File: src/rtl/mem_port_arbiter_if.sv
// Two-requester access bus plus single-port SRAM strobes for mem_port_arbiter.
// Requesters hold req/we/addr/wdata stable until gnt; slave = arbiter side.
interface mem_port_arbiter_if #(
    parameter int ADDR_W = 7,
    parameter int DATA_W = 32
);
    logic              req0;
    logic              req1;
    logic              we0;
    logic              we1;
    logic [ADDR_W-1:0] addr0;
    logic [ADDR_W-1:0] addr1;
    logic [DATA_W-1:0] wdata0;
    logic [DATA_W-1:0] wdata1;
    logic              gnt0;
    logic              gnt1;
    logic              rvalid0;
    logic              rvalid1;
    logic [DATA_W-1:0] rdata0;
    logic [DATA_W-1:0] rdata1;
    logic              CEN;
    logic              WEN;
    logic              OEN;
    logic [ADDR_W-1:0] A;
    logic [DATA_W-1:0] Data2Mem;
    logic [DATA_W-1:0] ReadDataMem;

    modport slave (
        input  req0, req1, we0, we1, addr0, addr1, wdata0, wdata1, ReadDataMem,
        output gnt0, gnt1, rvalid0, rvalid1, rdata0, rdata1,
        output CEN, WEN, OEN, A, Data2Mem
    );

    modport master (
        output req0, req1, we0, we1, addr0, addr1, wdata0, wdata1, ReadDataMem,
        input  gnt0, gnt1, rvalid0, rvalid1, rdata0, rdata1,
        input  CEN, WEN, OEN, A, Data2Mem
    );
endinterface

File: src/rtl/mem_port_arbiter.sv
// Round-robin arbiter for two requesters onto one SRAM port; write 2 cycles, read 2+READ_LAT.
// No queueing: requests are sampled only in IDLE and a requester waits (req held) until its gnt pulse.
module mem_port_arbiter #(
    parameter int ADDR_W   = 7,
    parameter int DATA_W   = 32,
    parameter int READ_LAT = 1
) (
    input  logic                clk,
    input  logic                rst_n,
    mem_port_arbiter_if.slave   bus
);
    typedef enum logic [1:0] {IDLE, ACCESS, RDWAIT} state_t;

    localparam logic [1:0] CNT_LOAD = 2'(READ_LAT);

    state_t            state;
    state_t            state_nxt;
    logic              prio;
    logic              win;
    logic              cmd_we;
    logic [1:0]        cnt;
    logic              take;
    logic              pick;
    logic              sel_we;
    logic [ADDR_W-1:0] sel_addr;
    logic [DATA_W-1:0] sel_wdata;

    always_ff @(posedge clk) begin
        if (!rst_n) state <= IDLE;
        else        state <= state_nxt;
    end

    always_comb begin
        state_nxt = state;
        take      = 1'b0;
        pick      = 1'b0;
        case (state)
            IDLE: begin
                if (bus.req0 || bus.req1) begin
                    take      = 1'b1;
                    pick      = (bus.req0 && bus.req1) ? prio : bus.req1;
                    state_nxt = ACCESS;
                end
            end
            ACCESS:  state_nxt = cmd_we ? IDLE : RDWAIT;
            RDWAIT:  if (cnt <= 2'd1) state_nxt = IDLE;
            default: state_nxt = IDLE;
        endcase
    end

    assign sel_we    = pick ? bus.we1    : bus.we0;
    assign sel_addr  = pick ? bus.addr1  : bus.addr0;
    assign sel_wdata = pick ? bus.wdata1 : bus.wdata0;

    // Strobes are loaded on the sampling edge so they are valid for exactly the ACCESS cycle.
    always_ff @(posedge clk) begin
        if (!rst_n) begin
            prio         <= 1'b0;
            win          <= 1'b0;
            cmd_we       <= 1'b0;
            cnt          <= 2'd0;
            bus.gnt0     <= 1'b0;
            bus.gnt1     <= 1'b0;
            bus.rvalid0  <= 1'b0;
            bus.rvalid1  <= 1'b0;
            bus.rdata0   <= '0;
            bus.rdata1   <= '0;
            bus.CEN      <= 1'b1;
            bus.WEN      <= 1'b1;
            bus.OEN      <= 1'b1;
            bus.A        <= '0;
            bus.Data2Mem <= '0;
        end else begin
            bus.gnt0    <= 1'b0;
            bus.gnt1    <= 1'b0;
            bus.rvalid0 <= 1'b0;
            bus.rvalid1 <= 1'b0;
            bus.CEN     <= 1'b1;
            bus.WEN     <= 1'b1;
            bus.OEN     <= 1'b1;

            if (take) begin
                win          <= pick;
                prio         <= ~pick;
                cmd_we       <= sel_we;
                bus.gnt0     <= ~pick;
                bus.gnt1     <= pick;
                bus.CEN      <= 1'b0;
                bus.WEN      <= ~sel_we;
                bus.OEN      <= sel_we;
                bus.A        <= sel_addr;
                bus.Data2Mem <= sel_we ? sel_wdata : '0;
            end

            if (state == ACCESS && !cmd_we) cnt <= CNT_LOAD;

            if (state == RDWAIT) begin
                cnt <= cnt - 2'd1;
                if (state_nxt == IDLE) begin
                    if (win) begin
                        bus.rdata1  <= bus.ReadDataMem;
                        bus.rvalid1 <= 1'b1;
                    end else begin
                        bus.rdata0  <= bus.ReadDataMem;
                        bus.rvalid0 <= 1'b1;
                    end
                end
            end
        end
    end
endmodule

File: src/flat_wrapper.sv
// flat-port wrapper written by rule: the top's interface ports become plain ports
module mem_port_arbiter_flat 
#(
    parameter int ADDR_W   = 7,
    parameter int DATA_W   = 32,
    parameter int READ_LAT = 1
)
  (clk, rst_n, bus_req0, bus_req1, bus_we0, bus_we1, bus_addr0, bus_addr1, bus_wdata0, bus_wdata1, bus_ReadDataMem, bus_gnt0, bus_gnt1, bus_rvalid0, bus_rvalid1, bus_rdata0, bus_rdata1, bus_CEN, bus_WEN, bus_OEN, bus_A, bus_Data2Mem);
  mem_port_arbiter_if #(.ADDR_W(ADDR_W), .DATA_W(DATA_W)) bus_i ();
  input  logic clk;
  input  logic rst_n;
  input wire logic [$bits(bus_i.req0)-1:0] bus_req0;
  input wire logic [$bits(bus_i.req1)-1:0] bus_req1;
  input wire logic [$bits(bus_i.we0)-1:0] bus_we0;
  input wire logic [$bits(bus_i.we1)-1:0] bus_we1;
  input wire logic [$bits(bus_i.addr0)-1:0] bus_addr0;
  input wire logic [$bits(bus_i.addr1)-1:0] bus_addr1;
  input wire logic [$bits(bus_i.wdata0)-1:0] bus_wdata0;
  input wire logic [$bits(bus_i.wdata1)-1:0] bus_wdata1;
  input wire logic [$bits(bus_i.ReadDataMem)-1:0] bus_ReadDataMem;
  output wire logic [$bits(bus_i.gnt0)-1:0] bus_gnt0;
  output wire logic [$bits(bus_i.gnt1)-1:0] bus_gnt1;
  output wire logic [$bits(bus_i.rvalid0)-1:0] bus_rvalid0;
  output wire logic [$bits(bus_i.rvalid1)-1:0] bus_rvalid1;
  output wire logic [$bits(bus_i.rdata0)-1:0] bus_rdata0;
  output wire logic [$bits(bus_i.rdata1)-1:0] bus_rdata1;
  output wire logic [$bits(bus_i.CEN)-1:0] bus_CEN;
  output wire logic [$bits(bus_i.WEN)-1:0] bus_WEN;
  output wire logic [$bits(bus_i.OEN)-1:0] bus_OEN;
  output wire logic [$bits(bus_i.A)-1:0] bus_A;
  output wire logic [$bits(bus_i.Data2Mem)-1:0] bus_Data2Mem;
  assign bus_i.req0 = bus_req0;
  assign bus_i.req1 = bus_req1;
  assign bus_i.we0 = bus_we0;
  assign bus_i.we1 = bus_we1;
  assign bus_i.addr0 = bus_addr0;
  assign bus_i.addr1 = bus_addr1;
  assign bus_i.wdata0 = bus_wdata0;
  assign bus_i.wdata1 = bus_wdata1;
  assign bus_i.ReadDataMem = bus_ReadDataMem;
  assign bus_gnt0 = bus_i.gnt0;
  assign bus_gnt1 = bus_i.gnt1;
  assign bus_rvalid0 = bus_i.rvalid0;
  assign bus_rvalid1 = bus_i.rvalid1;
  assign bus_rdata0 = bus_i.rdata0;
  assign bus_rdata1 = bus_i.rdata1;
  assign bus_CEN = bus_i.CEN;
  assign bus_WEN = bus_i.WEN;
  assign bus_OEN = bus_i.OEN;
  assign bus_A = bus_i.A;
  assign bus_Data2Mem = bus_i.Data2Mem;
  mem_port_arbiter #(.ADDR_W(ADDR_W), .DATA_W(DATA_W), .READ_LAT(READ_LAT)) u_core (.clk(clk), .rst_n(rst_n), .bus(bus_i));
endmodule
File: config.mk
export PLATFORM = sky130hd
export DESIGN_NAME = mem_port_arbiter_flat
export DESIGN_NICKNAME = d
export VERILOG_FILES = /design/src/rtl/mem_port_arbiter_if.sv /design/src/rtl/mem_port_arbiter.sv /design/src/flat_wrapper.sv
export SDC_FILE = /design/constraint.sdc
export NUM_CORES = 1
export LEC_CHECK = 0
export CORE_MARGIN = 1.5
export CORE_UTILIZATION = 44
export CTS_BUF_LIST = sky130_fd_sc_hd__clkbuf_8
export DETAILED_ROUTE_END_ITERATION = 12
export PLACE_DENSITY = 0.95
export SLEW_MARGIN = 20
export SYNTH_ARGS = -nofsm -noshare
export SYNTH_HDL_FRONTEND = slang
export SYNTH_SLANG_ARGS = --single-unit
export TNS_END_PERCENT = 10
File: constraint.sdc
create_clock -name clk -period 4.7 [get_ports clk]
set_clock_uncertainty 0.2 [all_clocks]
set_input_delay 0.47 -clock clk [delete_from_list [all_inputs] [get_ports clk]]
set_output_delay 0.47 -clock clk [all_outputs]
set_load 0.05 [all_outputs]
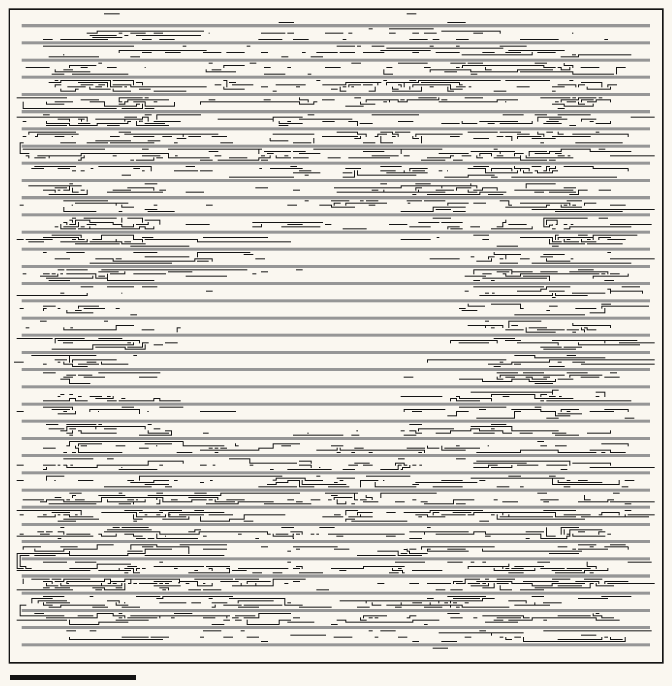
*M1 wires*
Bar = 20 um. Supply wires on this layer in grey.
longest straight run: 23.0 um
nets with wire on the layer: 722
main direction: horizontal

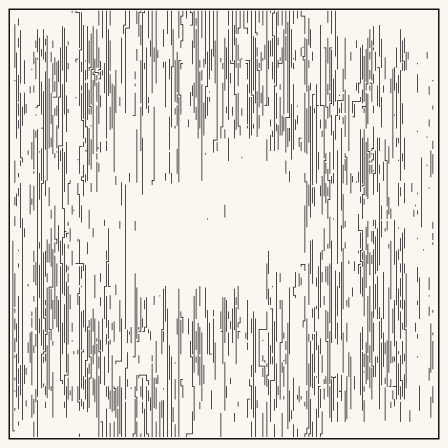
*Metal 2*
longest straight run: 64.3 um
nets with wire on the layer: 720
main direction: vertical

==> results.cfg <==
; physical design summary
[power]
p_leak_nw = 2.57
top_power_group = the clock network
power_switching_mw = 0.715
p_per_area_mw_per_mm2 = 379
power_frac_seq = 0.391
powerComb_mw = 0.475
ir_worst_vdd_mv = 0.220
clkPwrFrac = 0.434
powerSeq_mw = 1.07
intPower_mw = 2.01
switching_share = 0.263
pg_clk_mw = 1.18
finalPower_mw = 2.72
comb_power_share = 0.175

[sta]
whs_ns = 0.251
period_minus_slack_ns = 2.29
hold_viol = 0
worst_slew_pin_slew_ns = 0.995
finalSetupViolations = 0
tns_ns = 0
rsz0062_at_grt = false
drv_slew = 0
slew_headroom = 0.337
period_used_share = 0.487
clock.fmax_mhz = 437
fin_ws_ns = 2.41

[global_routing]
grt_overflow = 0
antenna_found_initial = 1
grt_max_degree = 73
grt_pass1_vias = 4198
grt.total_usage = 0.245
grt_first_pass_wirelength_um = 19800

[critical_path]
startpoint = u_core.bus.rdata0[5]
cp_cell_sequence = clkdlybuf4s50_1
regToRegEndpoint = u_core.bus.Data2Mem[8]
crit_path_max_incr_delay_ns = 0.84
crit_path_start_kind = register
cpMaxStageDelayCell = clkdlybuf4s50_1
crit_type = register to output pin
crit_family = buffers and inverters
rr_worst_depth = 4
cp.required_ns = 4.03
r2r_setup_slack_ns = 2.58
worst-path-buf-inv = 1
cp_max_fo = 2
crit_cells = 1
setup.worst_path.end = bus_rdata0[5]
end_kind = output pin
worst_r2r_startpoint = u_core.prio
arrival_ns = 1.62

[synth]
synth_cells = 503
ys_cells = 503
synthXorXnorAreaFrac = 0.00199
syn_avg_cell_area_um2 = 8.77
synth_nets = 620
ys_seq_frac = 0.531
topCombFamilyByArea = AND-OR/OR-AND gates
yosys_warnings = 0
synth_flops = 117
ys_sh_simple = 0.172
synth_adder_area_share = 0.00284
ys_chip_area_mm2 = 0.00441
mux_area_frac = 0.0159
synth-compound-area-share = 0.227
synth_area_mm2 = 0.00441
yosys.cell_types.count = 33

[clock_tree]
tritoncts = built
cts.path.max_buffers = 2
cts.clk_slew.worst_paths_ns = 0.07
cts_setup_buffers = 0
cts_hold_buffers = 0
cts_buffers = 17
clock-root-buffer = clkbuf_8
cts_sinks = 117
clk_latency_ns = 0.43
htree_levels = 4
cts-resized-gates = 0

[layout]
num-fill-cells = 666
drive_gt1_frac = 0.0579
syn2layout_area_growth_pct = 62.9
instances_no_fill = 860
layout.nets = 830
stdcell_area_mm2 = 0.00718
post-route-util = 0.738

[die]
rows = 36
die_w_um = 103
die_area_mm2 = 0.0106
fp_util = 0.453
dieHeight_um = 103
core_mm2 = 0.00973
io_pins = 226

[drt]
drt-initial-drc-count = 122
drt-pass1-iter-count = 5
drt-wirelength-per-cell_um = 15.6
vias_per_cell = 5.12
vias = 4403
drc_errors = 0
drtAntennaViolNets = 0
wirelength_um = 13400

[status]
status = completed

[run]
drv_cap = 0
warning_count = 26

[placed_design]
pre_cts_ws_ns = 1.81
dpl-instance-area_mm2 = 0.00666
io_buffers = 225
hpwl_um = 9330
place_congestion = 0.825
dpl.cell_count = 827

[min_path]
min_to = u_core.bus.Data2Mem[22]
worstHoldPathCells = 2
hold_start = u_core.bus.Data2Mem[22]
min_path_type = register to register
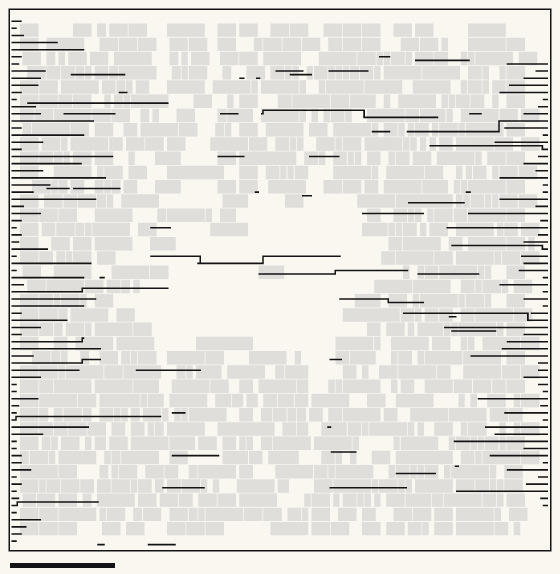
*Metal 3*
Bar = 20 um. Cells faint in the background.
wire length on this layer: 1,250 um
share of all routed wire: 9.3%
nets with wire on the layer: 161

-- state kept, by name, summed over array words and instances, names as in the netlist, 2 cells and up --
register	flops
u_core.bus.A	7
u_core.bus.Data2Mem	32
u_core.bus.rdata0	32
u_core.bus.rdata1	32
u_core.cnt	2
u_core.state	2
-- cells in the final DEF (no fill, tap or decap), drive strengths merged, types with 4 or more instances in the layout --
cell type,instances
nor2,4
clkbuf,19
a22oi,32
a21boi,64
buf,5
dfxtp,117
mux2i,7
inv,5
nand2,171
bufinv,7
o21ai,42
clkdlybuf4s50,224
-- synthesized netlist by cell type --
cell	instances	area (um2)
nor3_2	1	10.0
and2_1	2	12.5
nand2b_1	3	18.8
inv_1	3	11.3
a21boi_0	5	37.5
and4_1	1	8.76
mux2i_1	7	70.1
or3_1	1	6.26
o21a_1	1	7.51
buf_2	10	50.1
nor2_2	1	6.26
and3_1	1	6.26
a22oi_1	32	240
nor2b_1	3	18.8
dfxtp_1	117	2340
o21ai_1	13	65.1
nand3_1	1	5.00
o21ai_0	29	145
a21o_1	2	15.0
ha_1	1	12.5
clkbuf_1	18	67.6
a21boi_1	59	443
buf_6	3	33.8
nand2_1	171	642
a211oi_1	1	7.51
nand3b_1	1	7.51
o31a_1	1	8.76
a31oi_4	1	21.3
buf_4	7	52.6
a21oi_1	2	10.0
nor2_1	3	11.3
nor3b_1	1	7.51
xnor2_1	1	8.76
-- layout make-up --
cell class	count	area (um2)	share of cell area
sequential	117	2340	0.326
tap	133	166	0.0232
timing repair buffer	229	2280	0.318
clock inverter	13	251	0.0350
multi-input combinational	345	1860	0.259
inverter	3	11.3	0.00157
clock buffer	19	262	0.0364
antenna	1	2.50	0.000348
-- metal layers --
layer  wire [um]  GRT usage
met2        6750      0.423
met4         261      0.104
met1        5160      0.265
met3        1250     0.0990
met5           0          0
